Figure 1. Where the registers sit.
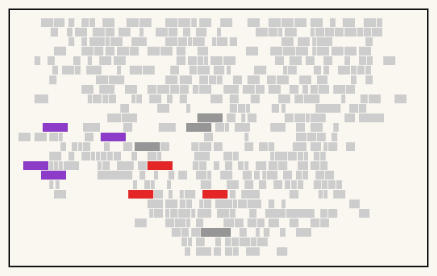
Figure 2. Close-up of the layout.
Window x 77 to 102, y 6 to 31 um. Cells in gray, sequential cells in the stronger gray; small squares are vias.
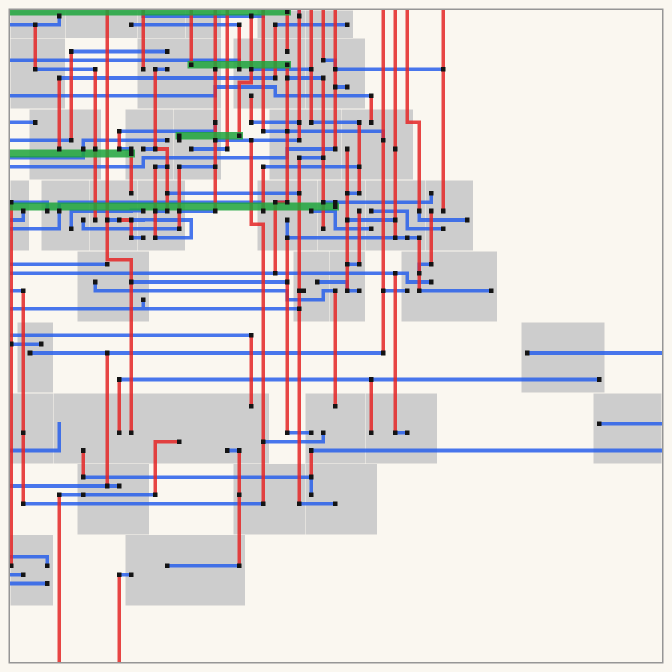
Figure 3. Routed metal, one color a layer.
Only two layers are drawn.
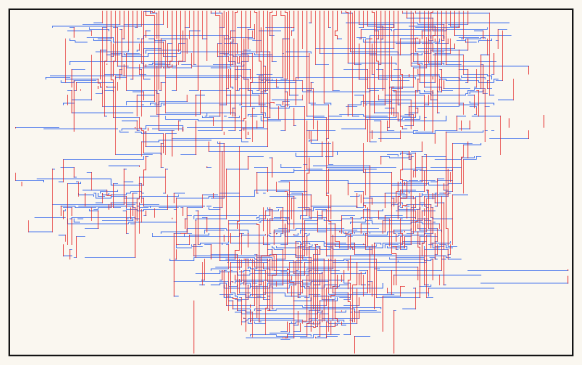
Figure 4. PDN straps and rails.
The bar under the picture is 20 um long. Pins as bars on the die edge. Tap cells in gray.
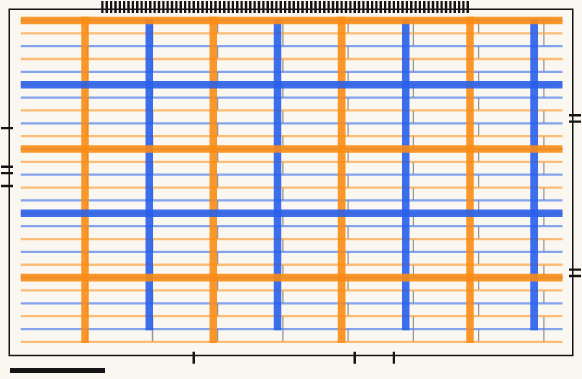
Figure 5. Track usage over the die.
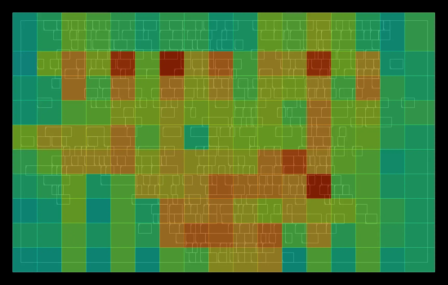
## config.mk

```make
export PLATFORM = sky130hd
export DESIGN_NAME = fifo_wr_arbiter_flat
export DESIGN_NICKNAME = d
export VERILOG_FILES = /design/src/rtl/fifo_wr_arbiter_if.sv /design/src/rtl/fifo_wr_arbiter.sv /design/src/flat_wrapper.sv
export SDC_FILE = /design/constraint.sdc
export NUM_CORES = 1
export LEC_CHECK = 0
export ABC_CLOCK_PERIOD_IN_PS = 2900
export CAP_MARGIN = 20
export CORE_ASPECT_RATIO = 0.6
export CORE_MARGIN = 2
export CORE_UTILIZATION = 25
export CTS_BUF_LIST = sky130_fd_sc_hd__clkbuf_4 sky130_fd_sc_hd__clkbuf_8
export CTS_CLUSTER_DIAMETER = 40
export DETAILED_ROUTE_END_ITERATION = 10
export PLACE_DENSITY = 0.57
export SLEW_MARGIN = 30
export SYNTH_ARGS = -nofsm -noshare
export SYNTH_HDL_FRONTEND = slang
export SYNTH_SLANG_ARGS = --single-unit
```

## constraint.sdc

```tcl
create_clock -name clk -period 2.9 [get_ports clk]
set_clock_uncertainty 0.15 [all_clocks]
set_input_delay 0.58 -clock clk [delete_from_list [all_inputs] [get_ports clk]]
set_output_delay 0.58 -clock clk [all_outputs]
set_load 0.01 [all_outputs]
```

## src/rtl/fifo_wr_arbiter_if.sv

```systemverilog
// Producer-side / FIFO-write-side bundle of the round-robin write arbiter.
// The master side is the environment (producers plus FIFO full flag); the
// slave side is the arbiter itself.
interface fifo_wr_arbiter_if #(
  parameter int WIDTH = 16,
  parameter int N_REQ = 4
);
  logic [N_REQ-1:0]       req;
  logic [N_REQ*WIDTH-1:0] req_data;
  logic [N_REQ-1:0]       ack;
  logic                   fifo_full;
  logic                   fifo_write_en;
  logic [WIDTH-1:0]       fifo_d_in;
  logic                   grant_valid;
  logic [2:0]             grant_id;

  modport master (
    output req, req_data, fifo_full,
    input  ack, fifo_write_en, fifo_d_in, grant_valid, grant_id
  );

  modport slave (
    input  req, req_data, fifo_full,
    output ack, fifo_write_en, fifo_d_in, grant_valid, grant_id
  );
endinterface

```

## src/rtl/fifo_wr_arbiter.sv

```systemverilog
// Round-robin write arbiter: N_REQ producers share one FIFO write port.
// One owner at a time, bursts bounded by MAX_BURST accepted words, FIFO full
// stalls the owner without costing it burst credit. On release the pointer
// moves past the old owner and re-arbitration happens in the same cycle, so
// back-to-back grants have no bubble.
module fifo_wr_arbiter #(
  parameter int WIDTH     = 16,
  parameter int N_REQ     = 4,
  parameter int MAX_BURST = 4
) (
  input logic               clk,
  input logic               rst,
  fifo_wr_arbiter_if.slave  bus
);

  typedef enum logic [0:0] {
    IDLE  = 1'b0,
    GRANT = 1'b1
  } state_t;

  state_t     state_r, state_s;
  logic [2:0] owner_r, owner_s;
  logic [2:0] rr_ptr_r, rr_ptr_s;
  logic [3:0] burst_cnt_r, burst_cnt_s;
  logic [3:0] win_s;          // {found, index}
  logic [2:0] rel_ptr_s;
  logic [7:0] req8_s;
  logic       owner_req_s;
  logic       accept_s;
  logic       release_s;
  logic [WIDTH-1:0] owner_data_s;

  // First requester at or after ptr, scanning upward modulo N_REQ.
  // Returns {found, index}.
  function automatic logic [3:0] pick_winner(input logic [7:0] req,
                                             input logic [2:0] ptr);
    logic [3:0] res;
    logic [3:0] sum;
    res = 4'b0000;
    for (int k = N_REQ - 1; k >= 0; k--) begin
      sum = {1'b0, ptr} + 4'(k);
      sum = (sum >= 4'(N_REQ)) ? sum - 4'(N_REQ) : sum;
      res = req[sum[2:0]] ? {1'b1, sum[2:0]} : res;
    end
    return res;
  endfunction

  // Zero-extend requests so the owner index always addresses a valid bit.
  always_comb begin
    req8_s      = 8'(bus.req);
    owner_req_s = req8_s[owner_r];
    rel_ptr_s   = (owner_r == 3'(N_REQ - 1)) ? 3'd0 : owner_r + 3'd1;
  end

  // Select the current owner's data word from the flattened request bus.
  always_comb begin
    owner_data_s = '0;
    for (int i = 0; i < N_REQ; i++) begin
      owner_data_s = (owner_r == 3'(i)) ? bus.req_data[i*WIDTH +: WIDTH] : owner_data_s;
    end
  end

  // Next-state logic: grant, accept, burst counting, release and re-arbitration.
  always_comb begin
    state_s     = state_r;
    owner_s     = owner_r;
    rr_ptr_s    = rr_ptr_r;
    burst_cnt_s = burst_cnt_r;
    accept_s    = 1'b0;
    release_s   = 1'b0;
    win_s       = 4'b0000;
    case (state_r)
      IDLE: begin
        win_s = pick_winner(req8_s, rr_ptr_r);
        if (win_s[3]) begin
          state_s     = GRANT;
          owner_s     = win_s[2:0];
          burst_cnt_s = 4'd0;
        end else begin
          state_s     = IDLE;
        end
      end
      GRANT: begin
        accept_s    = owner_req_s & ~bus.fifo_full;
        release_s   = ~owner_req_s |
                      (accept_s & (burst_cnt_r == 4'(MAX_BURST - 1)));
        burst_cnt_s = accept_s ? burst_cnt_r + 4'd1 : burst_cnt_r;
        if (release_s) begin
          // Old owner now has lowest priority; re-arbitrate immediately.
          rr_ptr_s    = rel_ptr_s;
          win_s       = pick_winner(req8_s, rel_ptr_s);
          burst_cnt_s = 4'd0;
          state_s     = win_s[3] ? GRANT : IDLE;
          owner_s     = win_s[3] ? win_s[2:0] : owner_r;
        end else begin
          state_s     = GRANT;
        end
      end
      default: begin
        state_s     = IDLE;
        owner_s     = 3'd0;
        rr_ptr_s    = 3'd0;
        burst_cnt_s = 4'd0;
      end
    endcase
  end

  // Output decode; reset suppresses any write in the cycle it is asserted.
  always_comb begin
    bus.grant_valid   = (state_r == GRANT);
    bus.grant_id      = (state_r == GRANT) ? owner_r : 3'd0;
    bus.fifo_d_in     = (state_r == GRANT) ? owner_data_s : '0;
    bus.fifo_write_en = accept_s & ~rst;
    bus.ack           = '0;
    for (int i = 0; i < N_REQ; i++) begin
      bus.ack[i] = accept_s & ~rst & (owner_r == 3'(i));
    end
  end

  // State registers with synchronous reset.
  always_ff @(posedge clk) begin
    if (rst) begin
      state_r     <= IDLE;
      owner_r     <= 3'd0;
      rr_ptr_r    <= 3'd0;
      burst_cnt_r <= 4'd0;
    end else begin
      state_r     <= state_s;
      owner_r     <= owner_s;
      rr_ptr_r    <= rr_ptr_s;
      burst_cnt_r <= burst_cnt_s;
    end
  end

endmodule

```

## src/flat_wrapper.sv

```systemverilog
// flat-port wrapper written by rule: the top's interface ports become plain ports
module fifo_wr_arbiter_flat 
#(
  parameter int WIDTH     = 16,
  parameter int N_REQ     = 4,
  parameter int MAX_BURST = 4
)
  (clk, rst, bus_req, bus_req_data, bus_fifo_full, bus_ack, bus_fifo_write_en, bus_fifo_d_in, bus_grant_valid, bus_grant_id);
  fifo_wr_arbiter_if #(.WIDTH(WIDTH), .N_REQ(N_REQ)) bus_i ();
  input logic clk;
  input logic rst;
  input wire logic [$bits(bus_i.req)-1:0] bus_req;
  input wire logic [$bits(bus_i.req_data)-1:0] bus_req_data;
  input wire logic [$bits(bus_i.fifo_full)-1:0] bus_fifo_full;
  output wire logic [$bits(bus_i.ack)-1:0] bus_ack;
  output wire logic [$bits(bus_i.fifo_write_en)-1:0] bus_fifo_write_en;
  output wire logic [$bits(bus_i.fifo_d_in)-1:0] bus_fifo_d_in;
  output wire logic [$bits(bus_i.grant_valid)-1:0] bus_grant_valid;
  output wire logic [$bits(bus_i.grant_id)-1:0] bus_grant_id;
  assign bus_i.req = bus_req;
  assign bus_i.req_data = bus_req_data;
  assign bus_i.fifo_full = bus_fifo_full;
  assign bus_ack = bus_i.ack;
  assign bus_fifo_write_en = bus_i.fifo_write_en;
  assign bus_fifo_d_in = bus_i.fifo_d_in;
  assign bus_grant_valid = bus_i.grant_valid;
  assign bus_grant_id = bus_i.grant_id;
  fifo_wr_arbiter #(.WIDTH(WIDTH), .N_REQ(N_REQ), .MAX_BURST(MAX_BURST)) u_core (.clk(clk), .rst(rst), .bus(bus_i));
endmodule
```

==> impl_metrics.yaml <==
# implementation run metrics
run_status:
  status: "completed"
pwr:
  seqPwrFrac_pct: 7.5
  design_power_total_mw: 2.97
  ir_drop_mv: 0.259
  pwr-share-clk_pct: 5.7
  power.switching_mw: 1.47
  power_density_mw_per_mm2: 895
  p_int_mw: 1.50
final_layout:
  largestClassByArea: "multi-input combinational cells"
  num-clock-buffers: 4
  comb-cell-share_pct: 50.6
  seq_area_um2: 224
  final_cell_area_mm2: 0.00332
  layout-drive-gt1-share_pct: 19.6
  final_cell_count_no_fill: 511
  flops: 11
final_timing:
  finalHoldViolCount: 0
  timing.final.crit_share_pct: 95.2
  rsz0062_at_grt: "yes"
  finalWorstSetupSlack_ps: 138
  fin_setup_tns_ps: 0
clock_network:
  clkLatencyLatePin_ps: 240
  cts_htree_levels: 1
  cts_tree: "done"
die:
  taps: 108
  dieHeight_um: 72.9
  rows: 25
grt:
  grt_pass1_vias: 2280
  grt_max_degree: 34
yosys:
  async_flop_share_pct: 0
  synth_nets: 373
  ys_seq_share_pct: 11.1
  common_cells: "nor2_1 (35), a21oi_1 (34), clkbuf_1 (23), nor2b_1 (20)"
  top_cell: "nor2_1"
  yosysTopAreaCell: "dfxtp_1"
job:
  warnings: 32
  cap_violations: 0
routing:
  dr.pass1.iters: 5
  ant_nets: 0
setup_path:
  crit_required_ps: 2170
  arrival_ps: 2030
  start_kind: "flip-flop"
placement:
  place_congestion: 0.854
Back to the opening pictures, Figure 1:
Purple shows `u_core.burst_cnt_r`, flops 4, where middle left. Red shows `u_core.rr_ptr_r`, flops 3.
Another 4 sequential cells are not colored.

Back to the opening pictures, Figure 2:
Blue shows metal 1. Green shows metal 3. Red shows metal 2.
31 logic cells have their middle in the window. Most frequent: o21ai_0 (5), buf_4 (5). Sequential cells in the window: 0.

Back to the opening pictures, Figure 3:
Red shows metal 2, wire length 3510 um. Blue shows metal 1, wire length 3880 um.

Back to the opening pictures, Figure 4:
Orange shows VSS. Blue shows VDD.
96 signal pins sit on the boundary. 8 straps on met4. 26 met1 rails follow the rows. 108 tap cells. 5 straps on met5.

Back to the opening pictures, Figure 5:
drt wl/cell: 15.4 um
met1 Use GR: 26.6%
gr usage total: 17.0%
met2 Usage GRT: 25.2%
final core utilization: 42.6%

[metal layers]
layer	global-route usage (%)	wire length, um	share of wire, %	up-vias
met1	26.6	3880	49	1234
li1	-	-	-	1301
met5	0	0	0	-
met2	25.2	3510	45	93
met3	2.42	430	5.5	6
met4	1.19	27	0.34	0
[path summary, 6_finish.rpt]
path / cells past startpoint / start / slack (ps) / end
worst min-delay path: 2 / u_core.burst_cnt_r[2] / 380 / u_core.burst_cnt_r[2]
worst max-delay path: 10 / u_core.owner_r[0] / 140 / bus_fifo_d_in[12]
worst max register to register: 10 / u_core.rr_ptr_r[0] / 140 / u_core.owner_r[1]
worst min register to register: 2 / u_core.burst_cnt_r[2] / 380 / u_core.burst_cnt_r[2]
[worst register-to-register path: cells and delay by family, from the launching register on]
kind / cells / cell delay, ps
AND-OR/OR-AND: 5 / 1050
flip-flops: 1 / 480
adder cells (fa/ha/maj): 1 / 380
buffers and inverters: 2 / 310
AND/OR/NAND/NOR: 1 / 180
multiplexers: 1 / 130
[state kept, by name, summed over array words and instances (netlist names)]
signal / flops
u_core.burst_cnt_r: 4
u_core.bus.grant_valid: 1
u_core.owner_r: 3
u_core.rr_ptr_r: 3
[timing repair]
action,in CTS,in global routing
buffers inserted,3,1
pin swaps,1,2
endpoints found under the hold margin,0,0
gates resized,44,25
endpoints found under the setup margin,21,18
[cells by family after synthesis]
group           count (synthesis)
xor+xnor                        1
flops                          11
simple gates                  108
compound gates                118
buf+inv                        38
mux                            12
fa+ha+maj                       7
[power by group through the flow]
stage          logic [mW]  clock network, mW  registers, mW
2_1_floorplan        1.53                  0          0.220
3_3_place_gp         2.50                  0          0.216
3_5_place_dp         2.49                  0          0.217
4_1_cts              2.48              0.175          0.220
5_1_grt              2.82              0.183          0.225
6_report             2.58              0.168          0.222
Power is estimated from default activity; no workload was simulated.
